Fig. 1: close-up of the layout
Window x 151 to 171, y 17 to 37 um. Cells in grey, sequential cells in the stronger grey; small squares are vias.
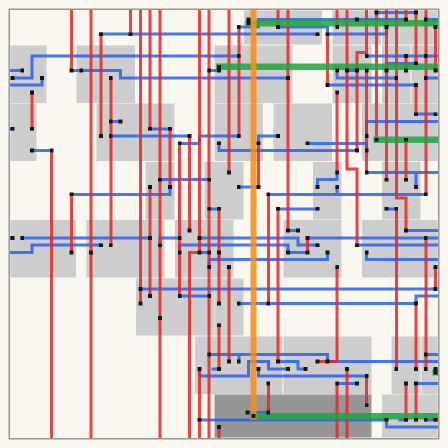
Fig. 2: routed clock nets over the placement
Scale: 1.5 px per um.
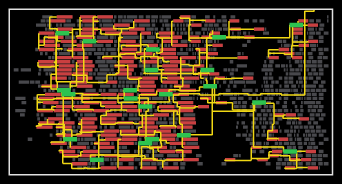
Fig. 3: track usage over the die
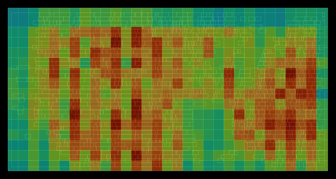
Design load_buffer, sky130hd; sources not shown.
==> results.txt <==
Gr usage total -> 23.6%
NetSw -> 2.18 mW
Final hold violation count -> 0
Max-cap violations -> 0
Layout cells sized above 1 -> 20.6%
Comb pwr share -> 11.4%
Yosys warnings -> 0
Synth Cell Area -> 10900 um2
Placeable Area -> 21700 um2
Unique cell types -> 47
Failing checks -> negative setup slack
Pre-CTS setup slack -> -0.182 ns
Post-synth top area cell -> edfxtp_1
NumNets Final -> 1144
CP Buf/Inv Count -> 2
Log Warnings -> 28
CP delay by family, top -> multiplexers
Final Cell Area -> 14100 um2
Final WS setup -> -0.0638 ns
Largest net degree at the start of global routing -> 53
Non-Filler Instances -> 1346
Comb/total area -> 31.7%
Antenna cells -> 1
Number of cells on the worst hold path -> 2
Vias in the first global route -> 7621
Inverters -> 5
CTS Buf Count -> 21
Clock buffer cells -> 25
Count leader, synth -> edfxtp_1
Max FFs per register -> 128
Clk sinks -> 221
DRT iter0 DRCs -> 818
Fin crit share -> 103%
Hold_ws -> 0.457 ns
Floorplan utilization -> 50.0%
Most numerous logic cell after layout -> edfxtp_1
WP depth -> 3
Outcome -> finished with violations
Setup crit end kind -> output port
Avg Inst Size Synth -> 12.8 um2
Switching part of the total -> 23.5%
Number of enable flip-flop cells -> 160
Post-route setup TNS -> -1.11 ns
Die width -> 215 um
CP max stage cell -> mux4_2
Detail Route Antenna Nets -> 0
Pleak -> 5.04 nW
Hold Path Class -> register to register
Worst r2r path cells -> 9
CTS H-tree lvls -> 1
Biggest Area Class -> sequential cells
HPWL Detailed -> 18800 um
Seq pwr share -> 50.2%
Comb_multi_in -> 546
Seq. pwr -> 4.66 mW
Crit path launch type -> register
Clock buffer depth -> 3
Tapcells -> 300
Instance count of the mapped netlist -> 846
Sequential portion of the cell area -> 42.8%
Slew Limit Fails -> 0
Row count -> 38
CTS tree -> built
Power Total -> 9.29 mW
Most frequent cells after synthesis -> edfxtp_1, and2_1, mux2i_1
Flop2flop setup slack -> 0.09 ns
Global route total overflow -> 0
Num sequential -> 221
Pre-antenna DRT Iters -> 5
Fill cells -> 1556
Clock buf/inv share -> 4.70%
Final setup vio count -> 28
CP Data Required Time -> 1.76 ns
## Picture notes: Fig. 1
blue -> M1
orange -> M4
green -> M3
red -> M2
most frequent = nor2_1 (5), mux2i_1 (4), clkdlybuf4s50_1 (4)
cells with their middle in the window = 29
sequential cells in the window = 1

## Picture notes: Fig. 2
yellow -> clock wires  # length 2700 um
green -> clock-net drivers  # count 21
red -> flip-flops  # count 221
routed clock nets = 22
Clock Skew: 0.00864 ns
Clock power frac: 38.4%
Worst-Skew Late Latency: 0.50 ns
Clk. pwr: 3.57 mW

## Picture notes: Fig. 3
Most Used Layer, Global Route: met2
GR Util met2: 42.0%

layer usage:
layer / up-vias / track usage [%]
met2: 404 / 42.0
met1: 3828 / 30.0
met5: - / 0
met4: 0 / 6.60
met3: 56 / 4.79
li1: 3499 / -
tightest hold or removal path: stages (launching register included):
cell     delay [ns]
dfxtp_1        0.31
nand2_1        0.05
a21oi_1        0.05
cell families after synthesis:
group                    synth area share [%]
other                                  0.0345
AND/OR/NAND/NOR                          15.3
AND-OR/OR-AND                            8.26
flip-flops                               55.5
multiplexers                             15.9
adder cells (fa/ha/maj)                 0.415
XOR/XNOR                                0.484
buffers and inverters                    4.08
Power is estimated from default activity; no workload was simulated.
